## src/rtl/fp16_pkg.sv

```systemverilog
// Shared FP16 definitions for the multiply/accumulate datapath.
// Number format: sign[15], exp[14:10], mant[9:0], bias 15.
// Exponent 0 means zero; no infinity/NaN encodings exist.
package fp16_pkg;

  localparam int EXP_W   = 5;
  localparam int MAN_W   = 10;
  localparam int GUARD_W = 3;
  // Working mantissa: hidden one + fraction + guard bits.
  localparam int WM_W    = MAN_W + GUARD_W + 1;

  localparam int          FP16_BIAS       = 15;
  localparam int          FP16_EXP_MAX    = 30;
  localparam logic [14:0] FP16_MAX_FINITE = 15'h7BFF;
  localparam logic [14:0] FP16_ONE        = 15'h3C00;

  typedef enum logic [2:0] {
    ST_IDLE,
    ST_ALIGN,
    ST_ADD,
    ST_NORM,
    ST_OUT
  } state_t;

  // {1, mant, guard zeros}; an exponent-0 operand contributes nothing.
  function automatic logic [WM_W-1:0] work_mant(input logic [15:0] x);
    return (x[14:10] == '0) ? '0 : {1'b1, x[9:0], {GUARD_W{1'b0}}};
  endfunction

  // Magnitude ordering key; every exponent-0 encoding sorts as zero.
  function automatic logic [14:0] mag_key(input logic [15:0] x);
    return (x[14:10] == '0) ? '0 : x[14:0];
  endfunction

  // Effective sign; any zero (including -0) is treated as +0.
  function automatic logic eff_sign(input logic [15:0] x);
    return (x[14:10] == '0) ? 1'b0 : x[15];
  endfunction

endpackage

```

## src/rtl/fp16_norm.sv

```systemverilog
// Combinational FP16 normaliser: leading-one detect, shift, exponent
// adjust, overflow saturation and underflow flush. Takes a 15-bit raw
// sum whose bit 13 carries weight 1.0 at exponent expo.
module fp16_norm
  import fp16_pkg::*;
(
  input  logic              sign,
  input  logic [EXP_W-1:0]  expo,
  input  logic [WM_W:0]     mant,
  output logic [15:0]       result
);

  logic [3:0]        lz;
  logic [MAN_W-1:0]  frac;
  logic signed [6:0] e_n;

  // Leading-zero count of the lower 14 bits relative to bit 13.
  always_comb begin
    lz = 4'd0;
    for (int i = 0; i < WM_W; i++)
      if (mant[i]) lz = 4'(WM_W - 1 - i);
  end

  // Bring the leading one to bit 13 (or drop the carry), truncating.
  always_comb begin
    if (mant[WM_W]) begin
      frac = mant[WM_W-1:GUARD_W+1];
      e_n  = $signed({2'b00, expo}) + 7'sd1;
    end else begin
      frac = MAN_W'((mant[WM_W-1:0] << lz) >> GUARD_W);
      e_n  = $signed({2'b00, expo}) - $signed({3'b000, lz});
    end
  end

  // Exact zero and underflow flush to +0; overflow saturates to max finite.
  always_comb begin
    if (mant == '0)
      result = 16'h0000;
    else if (e_n > 7'(FP16_EXP_MAX))
      result = {sign, FP16_MAX_FINITE};
    else if (e_n < 7'sd1)
      result = 16'h0000;
    else
      result = {sign, e_n[EXP_W-1:0], frac};
  end

endmodule

```

## src/rtl/fp16_accum.sv

```systemverilog
// Sequential FP16 accumulator: sums a stream of operands (one per 4-cycle
// pass) and emits the total plus a saturating term count on in_last.
module fp16_accum
  import fp16_pkg::*;
#(
  parameter int CNT_W = 8
) (
  input  logic             clk,
  input  logic             rst_n,
  input  logic             in_valid,
  output logic             in_ready,
  input  logic [15:0]      in_data,
  input  logic             in_last,
  output logic             out_valid,
  input  logic             out_ready,
  output logic [15:0]      out_data,
  output logic [CNT_W-1:0] out_count
);

  state_t            state;
  logic [15:0]       acc;
  logic [15:0]       op;
  logic              last_q;
  logic [CNT_W-1:0]  cnt;

  // Aligned operands (ALIGN -> ADD).
  logic [WM_W-1:0]   big_m, sml_m;
  logic              big_s, sml_s;
  logic [EXP_W-1:0]  big_e;

  // Raw sum (ADD -> NORM).
  logic [WM_W:0]     sum;
  logic              sum_s;
  logic [EXP_W-1:0]  sum_e;

  logic              op_big;
  logic [15:0]       big, sml;
  logic [EXP_W-1:0]  ediff;
  logic [WM_W-1:0]   sml_sh;
  logic [15:0]       norm_res;

  // Order accumulator/operand by magnitude and align the smaller one.
  always_comb begin
    op_big = mag_key(op) > mag_key(acc);
    big    = op_big ? op  : acc;
    sml    = op_big ? acc : op;
    ediff  = big[14:10] - sml[14:10];
    sml_sh = (ediff >= 5'd14) ? '0 : (work_mant(sml) >> ediff);
  end

  fp16_norm u_norm (
    .sign   (sum_s),
    .expo   (sum_e),
    .mant   (sum),
    .result (norm_res)
  );

  // Control FSM with the datapath registers it sequences.
  always_ff @(posedge clk or negedge rst_n) begin
    if (!rst_n) begin
      state     <= ST_IDLE;
      acc       <= 16'h0000;
      op        <= 16'h0000;
      last_q    <= 1'b0;
      cnt       <= '0;
      big_m     <= '0;
      sml_m     <= '0;
      big_s     <= 1'b0;
      sml_s     <= 1'b0;
      big_e     <= '0;
      sum       <= '0;
      sum_s     <= 1'b0;
      sum_e     <= '0;
      in_ready  <= 1'b1;
      out_valid <= 1'b0;
      out_data  <= 16'h0000;
      out_count <= '0;
    end else begin
      case (state)
        ST_IDLE: begin
          if (in_valid && in_ready) begin
            op       <= in_data;
            last_q   <= in_last;
            if (cnt != '1) cnt <= cnt + 1'b1;
            in_ready <= 1'b0;
            state    <= ST_ALIGN;
          end
        end
        ST_ALIGN: begin
          big_m <= work_mant(big);
          sml_m <= sml_sh;
          big_s <= eff_sign(big);
          sml_s <= eff_sign(sml);
          big_e <= big[14:10];
          state <= ST_ADD;
        end
        ST_ADD: begin
          // Larger magnitude is first, so subtraction never goes negative.
          if (big_s == sml_s) sum <= {1'b0, big_m} + {1'b0, sml_m};
          else                sum <= {1'b0, big_m - sml_m};
          sum_s <= big_s;
          sum_e <= big_e;
          state <= ST_NORM;
        end
        ST_NORM: begin
          acc <= norm_res;
          if (last_q) begin
            out_data  <= norm_res;
            out_count <= cnt;
            out_valid <= 1'b1;
            state     <= ST_OUT;
          end else begin
            in_ready  <= 1'b1;
            state     <= ST_IDLE;
          end
        end
        ST_OUT: begin
          // Result held until taken; the next vector starts from +0.
          if (out_ready) begin
            out_valid <= 1'b0;
            in_ready  <= 1'b1;
            acc       <= 16'h0000;
            cnt       <= '0;
            state     <= ST_IDLE;
          end
        end
        default: begin
          in_ready  <= 1'b1;
          out_valid <= 1'b0;
          state     <= ST_IDLE;
        end
      endcase
    end
  end

endmodule

```

## config.mk

```make
export PLATFORM = sky130hd
export DESIGN_NAME = fp16_accum
export DESIGN_NICKNAME = d
export VERILOG_FILES = /design/src/rtl/fp16_pkg.sv /design/src/rtl/fp16_norm.sv /design/src/rtl/fp16_accum.sv
export SDC_FILE = /design/constraint.sdc
export NUM_CORES = 1
export LEC_CHECK = 0
export CAP_MARGIN = 30
export CORE_MARGIN = 1.5
export CORE_UTILIZATION = 45
export CTS_CLUSTER_DIAMETER = 50
export DETAILED_ROUTE_END_ITERATION = 8
export HOLD_SLACK_MARGIN = 0.15
export PLACE_DENSITY = 0.77
export SLEW_MARGIN = 20
export SYNTH_ARGS = -nofsm -noshare
export SYNTH_HDL_FRONTEND = slang
export SYNTH_HIERARCHICAL = 1
export SYNTH_SLANG_ARGS = --single-unit
```

## constraint.sdc

```tcl
create_clock -name clk -period 5.48 [get_ports clk]
set_clock_uncertainty 0.05 [all_clocks]
set_input_delay 1.644 -clock clk [delete_from_list [all_inputs] [get_ports clk]]
set_output_delay 1.644 -clock clk [all_outputs]
set_load 0.01 [all_outputs]
```

final_congestion.png
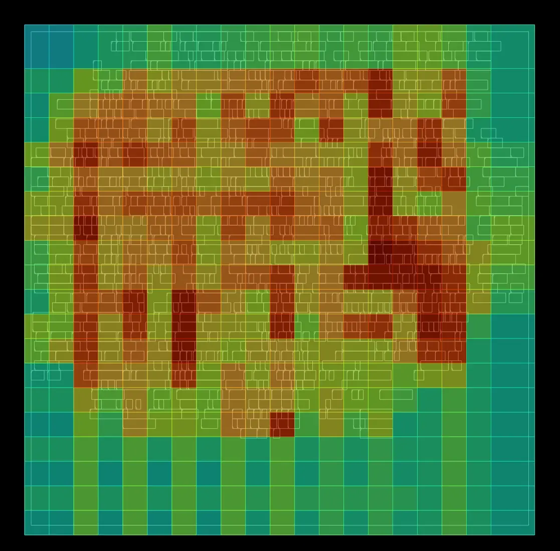
met1 Track Usage GR: 0.318
GRT met3 Usage: 0.0536
Finished Core Util: 0.523
grt peak-use layer: met2
wire per inst: 18.1 µm

met1.png
Drawn at 2 px/µm.
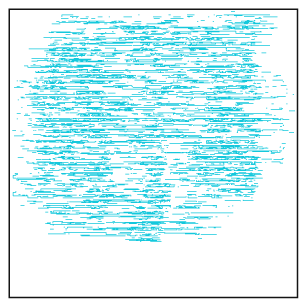
nets with wire on the layer: 996
wire length on this layer: 10300 µm
main direction: horizontal
share of all routed wire: 45%
longest straight run: 53.8 µm

gate_families.png
Drawn at 2 px/µm.
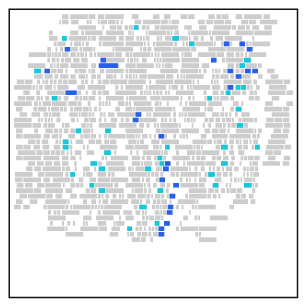
[XOR/XNOR gates] blue | cells: 27 | most used: xnor2_1
[AND-OR and OR-AND gates] cyan | cells: 38 | most used: o21a_1

==> GITHUB_STEP_SUMMARY <==
### Yosys + OpenROAD results

| Metric | Value |
|---|---|
| CTS clk-pin slew, worst paths | `0.05 ns` |
| Vias/cell | `6.02` |
| Slew at the pin closest to its max-slew limit | `0.976 ns` |
| Post-Syn Area | `8870 µm²` |
| Routability Congestion | `0.940` |
| Main area contributors | `dfrtp_1 (34%), ha_1 (6.2%), nand2_1 (6.0%)` |
| Post-Place Cells | `1247` |
| Met2 Use GR | `0.369` |
| Data arrival, critical path | `5.44 ns` |
| Vias in the first global route | `7341` |
| Final non-clock buffer share | `0.0600` |
| Final Net Count | `1072` |
| CP bufs+invs | `1` |
| Synth top cell by count | `nand2_1` |
| Log Warnings | `36` |
| Post-synth regs | `123` |
| Hold_buf cts | `0` |
| WL met2 | `11000 µm` |
| Met3 wire length | `1610 µm` |
| Yosys stat cell total | `983` |
| CP delay by family, top | `adder cells` |
| Commonest Layout Cell | `nand2_1` |
| Row cnt | `51` |
| First-pass detailed-route iteration total | `6` |
| Via count | `7720` |
| Latency at later pin | `0.43 ns` |
| Num CTS Buffers | `17` |
| Max Cap Violations | `0` |
| Inverter count | `45` |
| Final TNS setup | `0 ns` |
| Clk buf depth | `2` |
| Final period util | `0.940` |
| First-pass GRT wire length | `38000 µm` |
| Outcome | `completed` |
| DIE HEIGHT | `143 µm` |
| Comb gates | `755` |
| CP Cell Sequence | `inv_1 -> nand4_1 -> nor2_4 -> nor2b_1 -> ha_1 -> nand4_1 -> a21oi_1 -> o31ai_4 -> a21oi_4 -> mux2i_1 -> ha_1 -> a21oi_1 -> maj3_1 -> maj3_1 -> mux2_2 -> xor2_2 -> and3_1 -> a32oi_1 -> o21ai_1` |
| Highest clock rate | `194 MHz` |
| Routed Wire Length | `23200 µm` |
| Tap Count | `265` |
| Synth-to-Final Area Change | `14.4%` |
| RSZ-0062 raised after global routing | `no` |
| Logic area | `5350 µm²` |
| Placement Setup Slack | `0.326 ns` |
| Cell taking the most area after synthesis | `dfrtp_1` |
| Final cell count without fillers | `1282` |
| Main logic family | `AND-OR/OR-AND gates` |
| Largest class | `logic gates` |
registers.png
Drawn at 3 px/µm.
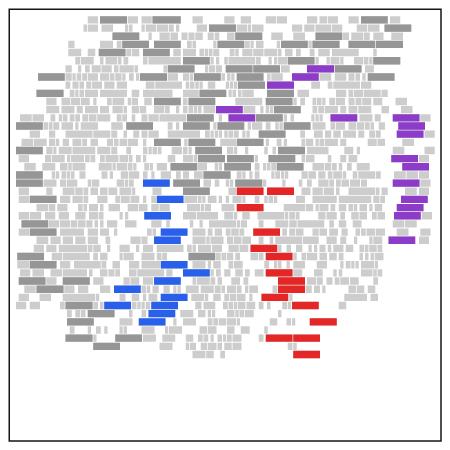
[`sum`] red | placed flops: 15
[`sml_m`] blue | placed flops: 14
[`out_data`] purple | placed flops: 16

zoom.png
Window x 95 to 120, y 95 to 120 µm. Cells in gray, sequential cells in the stronger gray; small squares are vias.
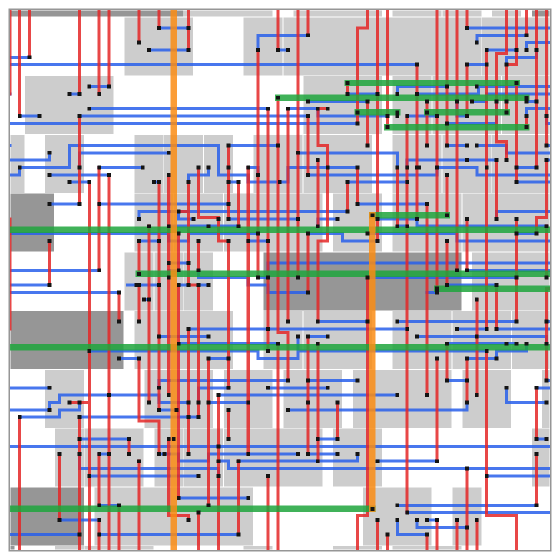
[met1] blue
[met4] orange
[met3] green
[met2] red
most frequent: a21oi_1 (5), ha_1 (5)
cells with their middle in the window: 50
sequential cells in the window: 2
netlist names of flops here include: `out_data` (1), `sum_e` (1)

path summary, 6_finish.rpt:
check	endpoint	cells after the start	start	slack, ns
worst max-delay path	sml_m[4]	19	op[11]	0.33
worst min-delay path	big_m[13]	2	big_m[13]	0.43
worst max register to register	sml_m[4]	19	op[11]	0.33
worst min register to register	big_m[13]	2	big_m[13]	0.43
max in group asynchronous	big_m[7]	2	rst_n	3.19
min in group asynchronous	out_count[7]	1	rst_n	1.22
cell families (layout without fill, tap and decap cells):
kind of cell	count (synthesis)	count (layout)
xor+xnor	27	27
simple gates	318	318
fa+ha+maj	50	50
mux	96	96
compound gates	264	264
flops	123	123
buf+inv	105	139
